[config.mk]
export PLATFORM = sky130hd
export DESIGN_NAME = motor_hall_feedback
export DESIGN_NICKNAME = d
export VERILOG_FILES = /design/src/rtl/motor_hall_feedback.sv
export SDC_FILE = /design/constraint.sdc
export NUM_CORES = 1
export LEC_CHECK = 0
export ABC_CLOCK_PERIOD_IN_PS = 1940
export CORE_AREA = 2 2 99 101
export DETAILED_ROUTE_END_ITERATION = 10
export DIE_AREA = 0 0 101 103
export GPL_ROUTABILITY_DRIVEN = 0
export PLACE_DENSITY = 0.69
export SKIP_LAST_GASP = 1
export SLEW_MARGIN = 0
export SYNTH_ARGS = -nofsm -noshare
export SYNTH_HDL_FRONTEND = slang
export SYNTH_SLANG_ARGS = --single-unit
[constraint.sdc]
create_clock -name CLK -period 1.94 [get_ports CLK]
set_clock_uncertainty 0.05 [all_clocks]
set_input_delay 0.388 -clock CLK [delete_from_list [all_inputs] [get_ports CLK]]
set_output_delay 0.388 -clock CLK [all_outputs]
set_load 0.01 [all_outputs]
[src/rtl/motor_hall_feedback.sv]
// Hall/DIAG_N feedback from the L6235 stage: synchronise and filter the pins, then derive speed, direction, position, stall and fault.
// Define MOTOR_HALL_FB_POS_EN to build the signed step position counter; otherwise POS is tied to zero.

module motor_hall_fb_filter #(
    parameter int           W           = 3,
    parameter int           SYNC_STAGES = 2,
    parameter int           FILT_LEN    = 4,
    parameter logic [W-1:0] RST_VAL     = '0
) (
    input  logic         clk,
    input  logic         rst_n,
    input  logic [W-1:0] din,
    output logic [W-1:0] dout
);
    localparam int DEPTH = SYNC_STAGES + FILT_LEN - 1;

    // pipe[0] is the newest raw sample; pipe[SYNC_STAGES-1] is the first synchronised one
    logic [DEPTH-1:0][W-1:0] pipe_q, pipe_d;
    logic [W-1:0]            held_q, held_d;
    logic                    agree;

    always_comb begin
        pipe_d = {pipe_q[DEPTH-2:0], din};
        agree  = 1'b1;
        for (int i = SYNC_STAGES; i < DEPTH; i++)
            if (pipe_q[i] != pipe_q[SYNC_STAGES-1]) agree = 1'b0;
        held_d = agree ? pipe_q[SYNC_STAGES-1] : held_q;
    end

    always_ff @(posedge clk or negedge rst_n) begin
        if (!rst_n) begin
            pipe_q <= {DEPTH{RST_VAL}};
            held_q <= RST_VAL;
        end else begin
            pipe_q <= pipe_d;
            held_q <= held_d;
        end
    end

    assign dout = held_q;
endmodule

module motor_hall_feedback #(
    parameter int SYNC_STAGES = 2,
    parameter int FILT_LEN    = 4,
    parameter int PERIOD_W    = 24
) (
    input  logic                CLK,
    input  logic                RST_N,
    input  logic [2:0]          HALL,
    input  logic                DIAG_N,
    input  logic                CLR_FAULT,
    output logic [PERIOD_W-1:0] PERIOD,
    output logic                VALID,
    output logic                DIR,
    output logic [15:0]         POS,
    output logic                STALL,
    output logic                HALL_ERR,
    output logic                FAULT
);
    localparam logic [PERIOD_W-1:0] CNT_MAX = '1;

    typedef enum logic {S_UNKNOWN, S_TRACK} state_e;

    function automatic logic [2:0] fwd_next(input logic [2:0] c);
        case (c)
            3'b101:  fwd_next = 3'b100;
            3'b100:  fwd_next = 3'b110;
            3'b110:  fwd_next = 3'b010;
            3'b010:  fwd_next = 3'b011;
            3'b011:  fwd_next = 3'b001;
            3'b001:  fwd_next = 3'b101;
            default: fwd_next = 3'b000;
        endcase
    endfunction

    logic [2:0] hall_filt, hall_prev_q;
    logic       diag_filt, hall_new;

    motor_hall_fb_filter #(.W(3), .SYNC_STAGES(SYNC_STAGES), .FILT_LEN(FILT_LEN), .RST_VAL(3'b000))
        u_hall_filt (.clk(CLK), .rst_n(RST_N), .din(HALL), .dout(hall_filt));
    motor_hall_fb_filter #(.W(1), .SYNC_STAGES(SYNC_STAGES), .FILT_LEN(FILT_LEN), .RST_VAL(1'b1))
        u_diag_filt (.clk(CLK), .rst_n(RST_N), .din(DIAG_N), .dout(diag_filt));

    // The filter only ever accepts a differing value, so any change is one accepted code
    assign hall_new = (hall_filt != hall_prev_q);

    state_e              state_q, state_d;
    logic [2:0]          code_q, code_d;
    logic [PERIOD_W-1:0] cnt_q, cnt_d, period_q, period_d;
    logic                valid_q, valid_d, dir_q, dir_d, stall_q, stall_d;
    logic                err_q, err_d, fault_q, fault_d;

    always_comb begin
        state_d  = state_q;
        code_d   = code_q;
        cnt_d    = (cnt_q == CNT_MAX) ? cnt_q : cnt_q + PERIOD_W'(1);
        period_d = period_q;
        dir_d    = dir_q;
        stall_d  = stall_q;
        valid_d  = 1'b0;
        err_d    = 1'b0;
        if (cnt_q == CNT_MAX) begin
            stall_d  = 1'b1;
            period_d = CNT_MAX;
        end
        if (hall_new) begin
            if (hall_filt == 3'b000 || hall_filt == 3'b111) begin
                err_d = 1'b1;
            end else if (state_q == S_UNKNOWN) begin
                state_d = S_TRACK;
                code_d  = hall_filt;
                cnt_d   = '0;
            end else if (fwd_next(code_q) == hall_filt || fwd_next(hall_filt) == code_q) begin
                period_d = cnt_q;
                dir_d    = (fwd_next(code_q) == hall_filt);
                valid_d  = 1'b1;
                stall_d  = 1'b0;
                code_d   = hall_filt;
                cnt_d    = PERIOD_W'(1);
            end else begin
                err_d  = 1'b1;
                code_d = hall_filt;
                cnt_d  = PERIOD_W'(1);
            end
        end
        // set has priority: a clear only lands while the filtered pin is high
        fault_d = !diag_filt ? 1'b1 : (CLR_FAULT ? 1'b0 : fault_q);
    end

    always_ff @(posedge CLK or negedge RST_N) begin
        if (!RST_N) begin
            hall_prev_q <= 3'b000;
            state_q     <= S_UNKNOWN;
            code_q      <= 3'b000;
            cnt_q       <= '0;
            period_q    <= CNT_MAX;
            valid_q     <= 1'b0;
            dir_q       <= 1'b0;
            stall_q     <= 1'b1;
            err_q       <= 1'b0;
            fault_q     <= 1'b0;
        end else begin
            hall_prev_q <= hall_filt;
            state_q     <= state_d;
            code_q      <= code_d;
            cnt_q       <= cnt_d;
            period_q    <= period_d;
            valid_q     <= valid_d;
            dir_q       <= dir_d;
            stall_q     <= stall_d;
            err_q       <= err_d;
            fault_q     <= fault_d;
        end
    end

`ifdef MOTOR_HALL_FB_POS_EN
    logic [15:0] pos_q, pos_d;

    always_comb begin
        pos_d = pos_q;
        if (valid_d) pos_d = dir_d ? pos_q + 16'd1 : pos_q - 16'd1;
    end

    always_ff @(posedge CLK or negedge RST_N) begin
        if (!RST_N) pos_q <= 16'h0000;
        else        pos_q <= pos_d;
    end

    assign POS = pos_q;
`else
    assign POS = 16'h0000;
`endif

    assign PERIOD   = period_q;
    assign VALID    = valid_q;
    assign DIR      = dir_q;
    assign STALL    = stall_q;
    assign HALL_ERR = err_q;
    assign FAULT    = fault_q;
endmodule
The metal 1 layer:
Scale: 3 px per um. Supply wires on this layer in gray.
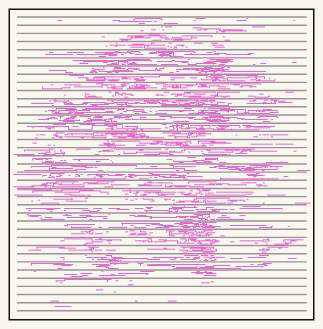
- nets with wire on the layer: 433
- main direction: horizontal
- wire length on this layer: 4050 um
- share of all routed wire: 47%
met1 Track Usage GR: 23.0%
Post-Route WL: 8550 um
via count: 3139

Clock nets:
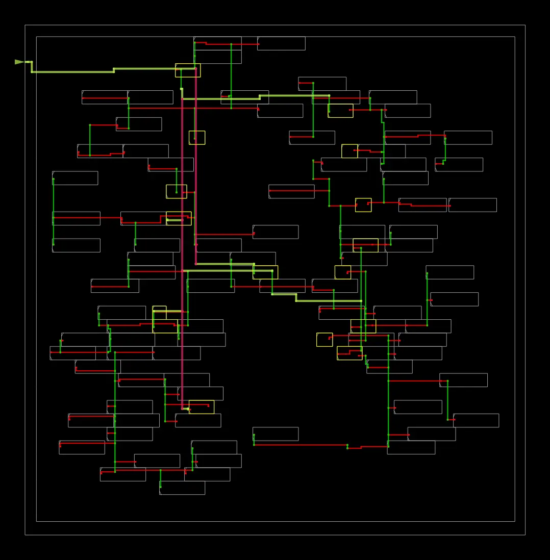
P_clk: 1.21 mW
Clock buffer cells: 9

==> results.cfg <==
; synthesis and place-and-route metrics
[run_status]
outcome = complete, but fails checks
violations = setup timing

[timing]
timing.final.crit_share_pct = 106
fin_ws_ns = -0.109
rsz0062_at_grt = yes
setup_violations = 28

[global_route]
overflow = 0

[floorplan]
chipArea_um2 = 10400
ios = 52
die_y_um = 103

[synthesis]
syn_inst = 383
edf_count = 0
yosys.cell_types.count = 56
async_flop_share_pct = 100

[routing]
first_pass_iters = 4

[placed_design]
io_buffers = 35

[pwr]
power_leakage_nw = 2.32

[final_layout]
antennaDiodeCount = 0
area_growth_pct = 28.6

[flow_run]
warnings = 29

[critical_path]
criticalPathCategory = reg -> reg
Clock distribution:
Scale: 4 px per um.
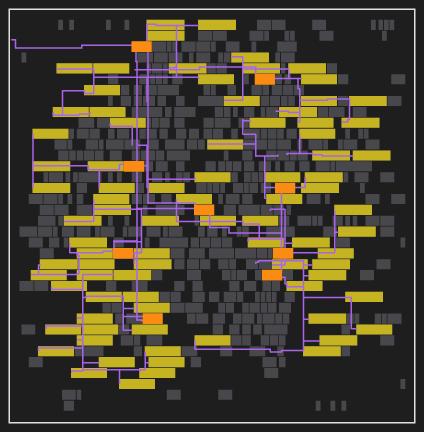
- purple: clock wires (length 1040 um)
- orange: cells driving clock nets (count 9)
- yellow: flip-flops (count 84)
- flops lie: widely spread
Clock Power Share: 27.8%
Insertion Delay late pin: 0.37 ns

Cell area per tile:
Scale: 4 px per um. 10 x 10 tiles, from white (low) to dark blue (high), 0 to 100% covered.
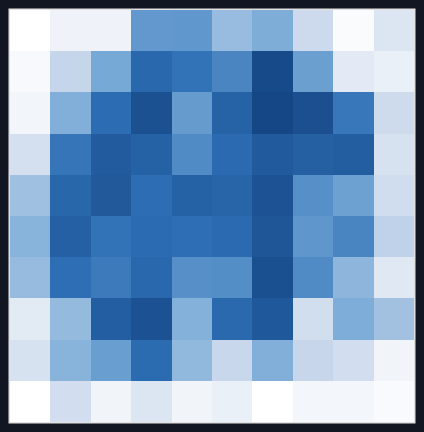
- fullest tile: 91%
- tiles over 75% full: 30%
- densest ninth of the die: middle
- mean over tiles: 49%
- nearly empty tiles: 3.0%
Final Util: 55.2%
initial core utilization: 42.9%
Std-Cell Core Area: 9460 um2

==> stage by stage <==
step                TNS (ns)  util, %  hold WS [ns]  setup WS, ns  cells
floorplan              -2.29        -        0.0424        -0.129    398
global placement           0     51.2         0.275       0.00829    569
detailed placement    -0.941     51.2         0.286       -0.0916    569
CTS                   -0.753     54.0         0.301       -0.0669    593
global route           -3.90     55.2         0.319        -0.171    595
finish                 -1.57     55.2         0.297        -0.109    595
==> timing repair <==
item / CTS / global route
setup endpoints to repair: 32 / 41
setup buffers: 7 / 2
pin swaps: 2 / 9
gates cloned: 0 / 1
hold buffers: 1 / 0
resized: 7 / 23
hold endpoints to repair: 20 / 0
==> cells in the final DEF (no fill, tap or decap), types with 7 or more instances in the layout <==
cell,synthesis,routed
conb_1,1,16
dfstp_2,31,31
dfrtp_1,53,52
clkbuf_8,0,9
o21ai_0,10,7
inv_1,29,29
xnor2_1,14,14
nand4_1,11,11
nand2_1,13,13
clkdlybuf4s50_1,0,32
nor2_1,37,37
a21oi_1,19,17
mux2i_1,25,24
nand3_1,14,12
or3_1,11,9
buf_4,20,62
==> final timing paths <==
check / from / to / slack, ns / cells after the start
max: u_hall_filt.dout[0] / PERIOD[8] / -0.11 / 6
min: u_hall_filt.pipe_d[4] / u_hall_filt.pipe_d[7] / 0.30 / 0
max reg2reg: u_hall_filt.dout[0] / PERIOD[8] / -0.11 / 6
min reg2reg: u_hall_filt.pipe_d[4] / u_hall_filt.pipe_d[7] / 0.30 / 0
max in group asynchronous: RST_N / PERIOD[5] / 0.76 / 3
min in group asynchronous: RST_N / u_hall_filt.pipe_d[6] / 0.42 / 2
==> sequential cells by signal, summed over array words and instances (netlist names) <==
signal and count:
STALL 1, PERIOD 24, cnt_q 24, DIR 1, VALID 1, u_hall_filt.dout 3, FAULT 1, u_hall_filt.pipe_d 12
code_q 3, u_hall_filt.pipe_q 3, hall_prev_q 3, u_diag_filt.pipe_q 1, HALL_ERR 1, u_diag_filt.dout 1, u_diag_filt.pipe_d 4, state_q 1
==> report_power, final <==
| part | total (mW) | internal, mW | switching [mW] |
|---|---|---|---|
| logic | 1.11 | 0.556 | 0.550 |
| clock network | 1.21 | 0.497 | 0.712 |
| registers | 2.04 | 1.94 | 0.101 |
| total | 4.35 | 2.99 | 1.36 |
==> routing by layer <==
metal  vias up  part of all wire (%)  global-route usage [%]
li1       1508                     -                       -
met1      1532                    47                    23.0
met2        84                    46                    26.8
met3        15                   4.4                    3.93
met4         0                   2.1                    7.38
met5         -                     0                       0
==> kinds of logic after synthesis <==
logic type | count (synthesis) | synth area share, %
multiplexers | 28 | 6.99
flip-flops | 84 | 52.7
AND/OR/NAND/NOR | 131 | 18.3
XOR/XNOR | 16 | 3.45
buffers and inverters | 66 | 9.67
AND-OR/OR-AND | 56 | 8.44
other | 1 | 0.0923
adder cells (fa/ha/maj) | 1 | 0.308
==> layout make-up <==
class	instances	area [um2]
clock buffer	9	124
clock inverter	7	62.6
fill	805	4240
inverter	30	113
multi-input combinational	248	1700
sequential	84	2140
tap	114	143
timing repair buffer	103	937
Power and IR drop assume default switching activity.
